==> src/rtl/stack_arbiter.sv <==
// Round-robin arbiter that lets NUM_REQ requesters share one push/pop stack port.
// It accepts one operation per cycle, and each grant is answered by a registered response one cycle later.
module stack_arbiter #(
    parameter int NUM_REQ = 4,
    parameter int DATA_W  = 8
) (
    input  logic                      clk,
    input  logic                      rst_n,
    input  logic [NUM_REQ-1:0]        req_push,
    input  logic [NUM_REQ-1:0]        req_pop,
    input  logic [NUM_REQ*DATA_W-1:0] req_data,
    output logic [NUM_REQ-1:0]        gnt,
    output logic                      rsp_valid,
    output logic [1:0]                rsp_id,
    output logic                      rsp_err,
    output logic [DATA_W-1:0]         rsp_data,
    output logic                      stk_push,
    output logic                      stk_pop,
    output logic [DATA_W-1:0]         stk_din,
    input  logic                      stk_full,
    input  logic                      stk_empty,
    input  logic [DATA_W-1:0]         stk_dout
);

    logic [NUM_REQ-1:0] active;
    logic [1:0]         rr_ptr;
    logic [1:0]         rr_ptr_next;
    logic [2:0]         pick_res;
    logic               found;
    logic [1:0]         sel;
    logic               is_push;
    logic               reject;

    logic               vld_p1;
    logic [1:0]         id_p1;
    logic               pop_p1;
    logic               err_p1;

    // Returns {found, index} of the first active requester at or above ptr, wrapping.
    function automatic logic [2:0] rr_pick(input logic [NUM_REQ-1:0] act, input logic [1:0] ptr);
        logic [2:0] r;
        r = '0;
        for (int k = 0; k < NUM_REQ; k++) begin
            int c;
            c = (int'(ptr) + k) % NUM_REQ;
            if (!r[2] && act[c]) r = {1'b1, c[1:0]};
        end
        return r;
    endfunction

    assign active   = req_push | req_pop;
    assign pick_res = rr_pick(active, rr_ptr);
    assign found    = pick_res[2] & rst_n;
    assign sel      = pick_res[1:0];

    // Push wins when a requester asserts both.
    assign is_push  = req_push[sel];
    assign reject   = is_push ? stk_full : stk_empty;

    always_comb begin
        gnt      = '0;
        stk_push = 1'b0;
        stk_pop  = 1'b0;
        stk_din  = '0;
        if (found) begin
            gnt[sel] = 1'b1;
            if (is_push && !stk_full) begin
                stk_push = 1'b1;
                stk_din  = req_data[int'(sel)*DATA_W +: DATA_W];
            end
            if (!is_push && !stk_empty) stk_pop = 1'b1;
        end
    end

    assign rr_ptr_next = (sel == 2'(NUM_REQ - 1)) ? 2'd0 : sel + 2'd1;

    always_ff @(posedge clk or negedge rst_n) begin
        if (!rst_n) begin
            rr_ptr <= '0;
        end else if (found) begin
            rr_ptr <= rr_ptr_next;
        end
    end

    // Stage p1: response register, one cycle after the grant.
    always_ff @(posedge clk or negedge rst_n) begin
        if (!rst_n) begin
            vld_p1 <= 1'b0;
            id_p1  <= '0;
            pop_p1 <= 1'b0;
            err_p1 <= 1'b0;
        end else begin
            vld_p1 <= found;
            id_p1  <= found ? sel : 2'd0;
            pop_p1 <= found & ~is_push;
            err_p1 <= found & reject;
        end
    end

    assign rsp_valid = vld_p1;
    assign rsp_id    = id_p1;
    assign rsp_err   = err_p1;
    // The stack registers its read data, so it lines up with the p1 response.
    assign rsp_data  = (vld_p1 && pop_p1 && !err_p1) ? stk_dout : '0;

endmodule

==> config.mk <==
export PLATFORM = sky130hd
export DESIGN_NAME = stack_arbiter
export DESIGN_NICKNAME = d
export VERILOG_FILES = /design/src/rtl/stack_arbiter.sv
export SDC_FILE = /design/constraint.sdc
export NUM_CORES = 1
export LEC_CHECK = 0
export CORE_MARGIN = 2
export CORE_UTILIZATION = 28
export CTS_CLUSTER_SIZE = 12
export DETAILED_ROUTE_END_ITERATION = 7
export GPL_ROUTABILITY_DRIVEN = 0
export PLACE_DENSITY = 0.76
export SYNTH_ARGS = -nofsm -noshare
export SYNTH_HDL_FRONTEND = slang
export SYNTH_SLANG_ARGS = --single-unit
==> constraint.sdc <==
create_clock -name clk -period 1.8 [get_ports clk]
set_input_delay 0.18 -clock clk [delete_from_list [all_inputs] [get_ports clk]]
set_output_delay 0.18 -clock clk [all_outputs]
set_load 0.05 [all_outputs]
==> GITHUB_STEP_SUMMARY, run 1 <==
## PnR job results

| Metric | Value |
|---|---|
| DRT antenna net count | 0 |
| Setup bufs post-CTS | 7 |
| Crit path max-delay family | AND-OR/OR-AND gates |
| Top Layout Cells | clkdlybuf4s50_1, buf_4, nand2_1, buf_12, mux2i_1 |
| Number of global-route vias before repair | 1335 |
| Top power group | combinational logic |
| Ys cells | 108 |
| Startpoint Class | register |
| Floorplan utilization | 30.2% |
| Die W | 59 µm |
| Antenna diode count | 0 |
| Yosys top cell by area | mux2i_1 |
| Area after DPL | 0.00211 mm² |
| Pin count of the biggest net entering global routing | 14 |
| Final WL | 4.59 mm |
| H-tree Lvls | 1 |
| Highest-count logic cell in the final layout | clkdlybuf4s50_1 |
| Max incr delay on CP | 0.42 ns |
| Cell with the most instances after synthesis | nand2_1 |
| Drc violations | 1 |
| Overflow after GRT | 0 |
| Slew @ Worst Pin | 0.501 ns |
| Mux frac, synth | 21.3% |
| Standard-cell rows | 19 |
| Final WS setup | -0.788 ns |
| Pwr/cell area | 1300 mW/mm² |
| Post-route cell area | 0.00239 mm² |
| Top cells, area | mux2i_1, dfrtp_1, nand2_1, and2_1, and3_1 |
| Max Clock Freq | 386 MHz |
| Synth Area in XOR/XNOR | 0% |
| Syn nets | 164 |
| Vias/cell | 5.22 |
| Synthesized registers | 7 |
| Die height | 59 µm |
| Max_slew headroom | 66.5% |
| Sequential power share | 8.5% |
| Yosys synthesis chip area | 847 µm² |
| Switching Fraction | 46.4% |
| Nets@finish | 277 |
| Die area | 0.00348 mm² |
| Cell variety after synth | 27 |
| Initial DRC count | 77 |
| Wire per inst | 18.3 µm |
| Clock latency on the worst-skew pair | 0.28 ns |
| Hold_ws | 0.247 ns |
| Clk power | 164 µW |
| Comb area leader | simple AND/OR/NAND/NOR gates |
| Outcome | complete, but fails checks |
| Routed via count | 1309 |
| Initial antenna violation count | 0 |
| Period utilisation layout | 144% |
| Sw power | 1440 µW |
| Total track usage | 24.8% |
| Slew Viols, Final | 0 |
| Max Clock Skew | 0.0177 ns |
| Flop+latch power | 263 µW |
| Worst path cell trace | o21bai_4 > o31a_1 > a31o_4 > mux2i_4 > a2111oi_4 > buf_2 > and3_4 > buf_12 |
| Final setup viols | 18 |
| IO buf count | 77 |
| Critical path class | reg -> out |
| TritonCTS buffer count | 3 |
| Synth-to-layout area growth | 182% |
| RSZ-0062 raised after global routing | yes |
| Post-Syn Area | 847 µm² |
| FFs w/ async S/R, synth | 100% |
| Logic pwr share | 86.3% |
| Clk network pwr share | 5.3% |
| Flip-flops with a built-in enable | 0 |
| Worst slack at placement | -0.851 ns |
| Final Critical Period | 2.59 ns |
| VDD IR max | 0.771 mV |
| Final setup TNS | -9.93 ns |
| Pre-antenna DRT Iters | 6 |
| Cell count after synthesis | 108 |
| PostCTS Resize Cnt | 33 |
| Ys flop type | dfrtp_1 |
| Setup slack, reg-to-reg | -0.27 ns |
| Top cells by count, synth | nand2_1, mux2i_1, and2_1 |
| Log Warnings | 32 |
| Final HPWL DP | 3.02 mm |
| Failing checks | DRC, setup timing |
| Synth Warn # | 0 |
| Cells after DPL | 238 |
-- run 1: final cells by class --
cell class	instances	area, µm²	share of cell area (%)
timing repair buffer	110	1270	53.1
tap	31	38.8	1.63
sequential	7	176	7.39
multi-input combinational	95	847	35.5
clock buffer	4	26.3	1.10
inverter	4	31.3	1.31
-- run 1: kinds of logic (layout without fill, tap and decap cells) --
group / after synthesis / in the layout
DFF: 7 / 7
buffers and inverters: 6 / 118
muxes: 18 / 18
AOI/OAI and AO/OA: 13 / 13
adders and majority gates: 4 / 4
and+or+nand+nor: 60 / 60
-- run 1: state kept, by name, summed over array words and instances, names as in the netlist --
name and count:
rsp_id 2, rsp_err 1, rsp_valid 1, rr_ptr 2, pop_p1 1
-- run 1: path summary, 6_finish.rpt --
| path | startpoint | to | cells past startpoint |
|---|---|---|---|
| worst max register to register | rr_ptr[0] | rsp_err | 9 |
| worst max-delay path | rr_ptr[0] | stk_din[6] | 8 |
| max in group asynchronous | rst_n | rsp_id[1] | 2 |
| min in group clk | stk_empty | rsp_err | 3 |
| worst min-delay path | rst_n | rsp_id[0] | 2 |
| worst min register to register | rr_ptr[1] | rr_ptr[1] | 3 |
-- run 1: per-layer routing --
layer | share of wire, % | track usage, % | vias to the layer above
met1 | 36 | 24.7 | 609
li1 | - | - | 599
met4 | 3.2 | 11.7 | 0
met5 | 0 | 0 | -
met3 | 8.1 | 5.02 | 10
met2 | 52 | 48.1 | 91
-- run 1: worst register-to-register path, cell delays in order (launching register included) --
cell      delay, ns
dfrtp_1        0.42
o21bai_4       0.20
o31a_1         0.15
a31o_4         0.27
buf_12         0.13
inv_6          0.07
a211oi_4       0.07
a21oi_1        0.23
buf_4          0.18
mux2i_1        0.24
run_1/layer_met2.png
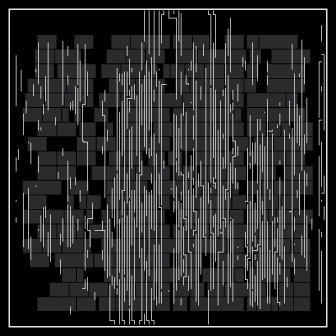
- longest straight run: 30.9 µm
- wire length on this layer: 2400 µm

run_1/placement.png
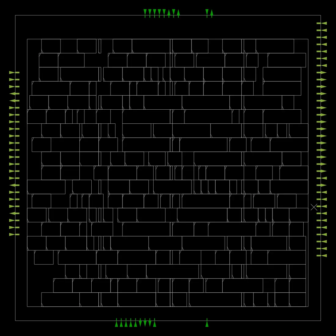
fraction of area in registers: 7.39%
Core Footprint: 0.00281 mm²
Layout Cells excl Fill: 251
Post-Route Utilization: 85.1%
tap cells: 31

run_1/layer_met3.png
Scale bar: 20 µm.
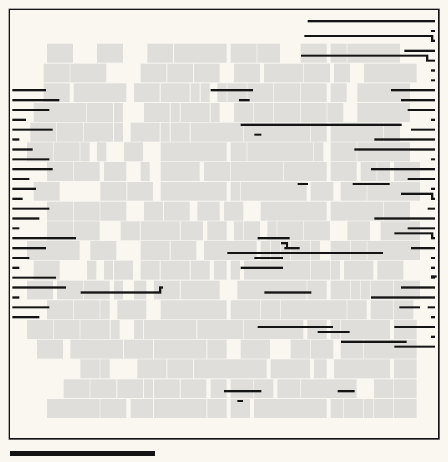
- main direction: horizontal
- share of all routed wire: 8.1%
- longest straight run: 21.8 µm

==> run 2: changes to the inputs <==
--- a/config.mk
+++ b/config.mk
@@ -11,6 +11,7 @@
 export DETAILED_ROUTE_END_ITERATION = 7
 export GPL_ROUTABILITY_DRIVEN = 0
 export PLACE_DENSITY = 0.76
+export SLEW_MARGIN = 20
 export SYNTH_ARGS = -nofsm -noshare
 export SYNTH_HDL_FRONTEND = slang
 export SYNTH_SLANG_ARGS = --single-unit
run_2/layer_met2.png
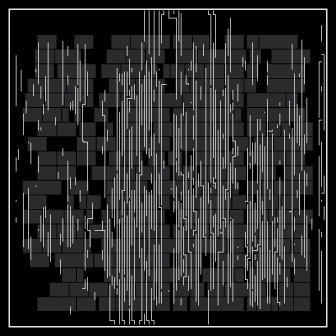
- wire length on this layer: 2400 µm
- main direction: vertical
- longest straight run: 30.9 µm

==> run 2 against run 1 <==
  * The run still ends with DRC, setup timing left
  * Sequential power about the same
  * Via count did not move
  * Highest routed layer unchanged
  * Count of clock-buffer cells in the layout unchanged
  * Wire length did not move
  * Final cell count unchanged
  * Register-to-register slack is essentially flat
  * Sequential share of layout area did not move
  * Clock skew did not move
  * Die area unchanged
==> GITHUB_STEP_SUMMARY, run 2 <==
## PnR job results

| Metric | Value |
|---|---|
| Ys cells | 108 (unchanged) |
| Cell with the most instances after synthesis | nand2_1 |
| Top Layout Cells | clkdlybuf4s50_1, buf_4, nand2_1, buf_12, mux2i_1 |
| PostCTS Resize Cnt | 33 (unchanged) |
| Post-Route Utilization | 85.1% (unchanged) |
| R2R Path Start | rr_ptr[0] |
| Top cells, area | mux2i_1, dfrtp_1, nand2_1, and2_1, and3_1 |
| Max incr delay on CP | 0.42 ns (about the same) |
| Log Warnings | 32 (unchanged) |
| Worst hold path class | in -> async |
| H-tree Lvls | 1 (unchanged) |
| Pwr/cell area | 1300 mW/mm² (unchanged) |
| Max Clock Freq | 386 MHz (unchanged) |
| Final Critical Period | 2.59 ns (unchanged) |
| Initial DRC count | 77 (unchanged) |
| Die W | 59 µm (unchanged) |
| Post-route cell area | 0.00239 mm² (unchanged) |
| Yosys top cell by area | mux2i_1 |
| Worst path cell trace | o21bai_4 > o31a_1 > a31o_4 > mux2i_4 > a2111oi_4 > buf_2 > and3_4 > buf_12 |
| Synth Warn # | 0 (unchanged) |
| Highest-count logic cell in the final layout | clkdlybuf4s50_1 |
| Drc violations | 1 (unchanged) |
| Max_slew headroom | 66.5% (unchanged) |
| Synth Seq Share | 20.7% |
| Syn nets | 164 (unchanged) |
| Top cells by count, synth | nand2_1, mux2i_1, and2_1 |
| Vias/cell | 5.22 (unchanged) |
| Nets@finish | 277 (unchanged) |
| Antenna diode count | 0 (unchanged) |
| Number of global-route vias before repair | 1335 (unchanged) |
| Final setup viols | 18 (unchanged) |
| Die height | 59 µm (unchanged) |
| Setup bufs post-CTS | 7 (unchanged) |
| Core Footprint | 0.00281 mm² (unchanged) |
| Synthesized registers | 7 (unchanged) |
| RSZ-0062 raised after global routing | yes |
| Critical path class | reg -> out |
| Final WL | 4.59 mm (unchanged) |
| # IOs | 78 |
| Hold-fix buffers, CTS | 0 |
| Worst slack at placement | -0.851 ns (unchanged) |
| FFs w/ async S/R, synth | 100% (unchanged) |
| Final WS setup | -0.788 ns (unchanged) |
| Routed via count | 1309 (unchanged) |
| Overflow after GRT | 0 (unchanged) |
| Layout Cells excl Fill | 251 (unchanged) |
| Pre-antenna DRT Iters | 6 (unchanged) |
| Total track usage | 24.8% (unchanged) |
| Synth-to-layout area growth | 182% (unchanged) |
| Slew @ Worst Pin | 0.501 ns (unchanged) |
| Cell count after synthesis | 108 (unchanged) |
| Floorplan utilization | 30.2% (unchanged) |
| IO buf count | 77 (unchanged) |
| Cells after DPL | 238 (unchanged) |
| Post-Syn Area | 847 µm² (unchanged) |
| Cell variety after synth | 27 (unchanged) |
| FF-to-FF End | rsp_err |
| Failing checks | DRC, setup timing |
| Yosys synthesis chip area | 847 µm² (unchanged) |
| Crit path max-delay family | AND-OR/OR-AND gates |
| Area after DPL | 0.00211 mm² (unchanged) |
| Slew Viols, Final | 0 (unchanged) |
| Standard-cell rows | 19 (unchanged) |
| Hold_ws | 0.247 ns (unchanged) |
| Period utilisation layout | 144% (unchanged) |
| R2R cell count | 9 (unchanged) |
| Initial antenna violation count | 0 (unchanged) |
| Final HPWL DP | 3.02 mm (unchanged) |
| DRT antenna net count | 0 (unchanged) |
| Die area | 0.00348 mm² (unchanged) |
| Flip-flops with a built-in enable | 0 (unchanged) |
| Setup slack, reg-to-reg | -0.27 ns (about the same) |
| TritonCTS buffer count | 3 (unchanged) |
| Final setup TNS | -9.93 ns (unchanged) |
| Outcome | complete, but fails checks |
| Max Clock Skew | 0.0177 ns (unchanged) |
| VDD IR max | 0.771 mV (unchanged) |
| Ys flop type | dfrtp_1 |
| Wire per inst | 18.3 µm (unchanged) |
run_2/detail.png
Region (0, 0) to (30, 30) µm. Cells in gray, sequential cells in the stronger gray; small squares are vias.
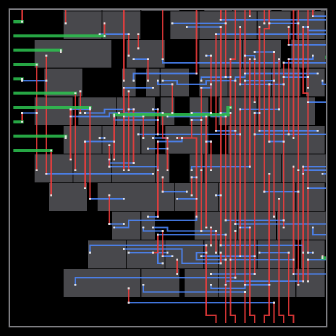
- green: metal 3
- red: metal 2
- blue: metal 1
- cells with their middle in the window: 58
- most frequent: clkdlybuf4s50_1 (14), nand2_1 (8)
- sequential cells in the window: 0

run 2: cell counts after synthesis:
Identical to the previous run, type by type.
run 2: where the power goes:
group / switching (µW) / internal [µW] / total, µW
clock: 78.3 / 85.6 / 164
sequential: 51.5 / 211 / 263
combinational: 1310 / 1370 / 2680
total: 1440 / 1660 / 3100
run 2: worst register-to-register path: cells and delay by family (launching register included):
kind,cells,cell delay [ns]
AND-OR/OR-AND,5,0.92
multiplexers,1,0.24
flip-flops,1,0.42
buffers and inverters,3,0.38
run 2: how the worst max path moves through the flow:
stage,from,to,cells past startpoint
after detailed placement,req_pop[1],stk_din[0],9
after global placement,req_pop[1],stk_din[3],9
after global routing,rr_ptr[0],stk_din[6],8
after floorplan,rr_ptr[0],stk_din[0],6
after CTS,rr_ptr[0],stk_din[7],8
final,rr_ptr[0],stk_din[6],8
run 2: area by class of cell:
type | instances | area [µm²] | area share (%)
Timing Repair Buffer | 110 | 1270 | 53.1
Tap cell | 31 | 38.8 | 1.63
Inverter | 4 | 31.3 | 1.31
Sequential cell | 7 | 176 | 7.39
Clock buffer | 4 | 26.3 | 1.10
Multi-Input combinational cell | 95 | 847 | 35.5
run 2: cell families after synthesis:
logic type,count (synthesis),share of synthesized area (%)
multiplexers,18,21.3
flip-flops,7,20.7
AND/OR/NAND/NOR,60,34.0
adder cells (fa/ha/maj),4,5.91
buffers and inverters,6,3.10
AND-OR/OR-AND,13,15.1
run 2: routing by layer:
layer  part of all wire (%)  global-route usage (%)  up-vias  routed length, µm
met2                     52                    48.1       91               2400
met4                    3.2                    11.7        0                145
li1                       -                       -      599                  -
met1                     36                    24.7      609               1670
met5                      0                       0        -                  0
met3                    8.1                    5.02       10                370
No activity file was given, so power comes from the tool's default toggle rates.
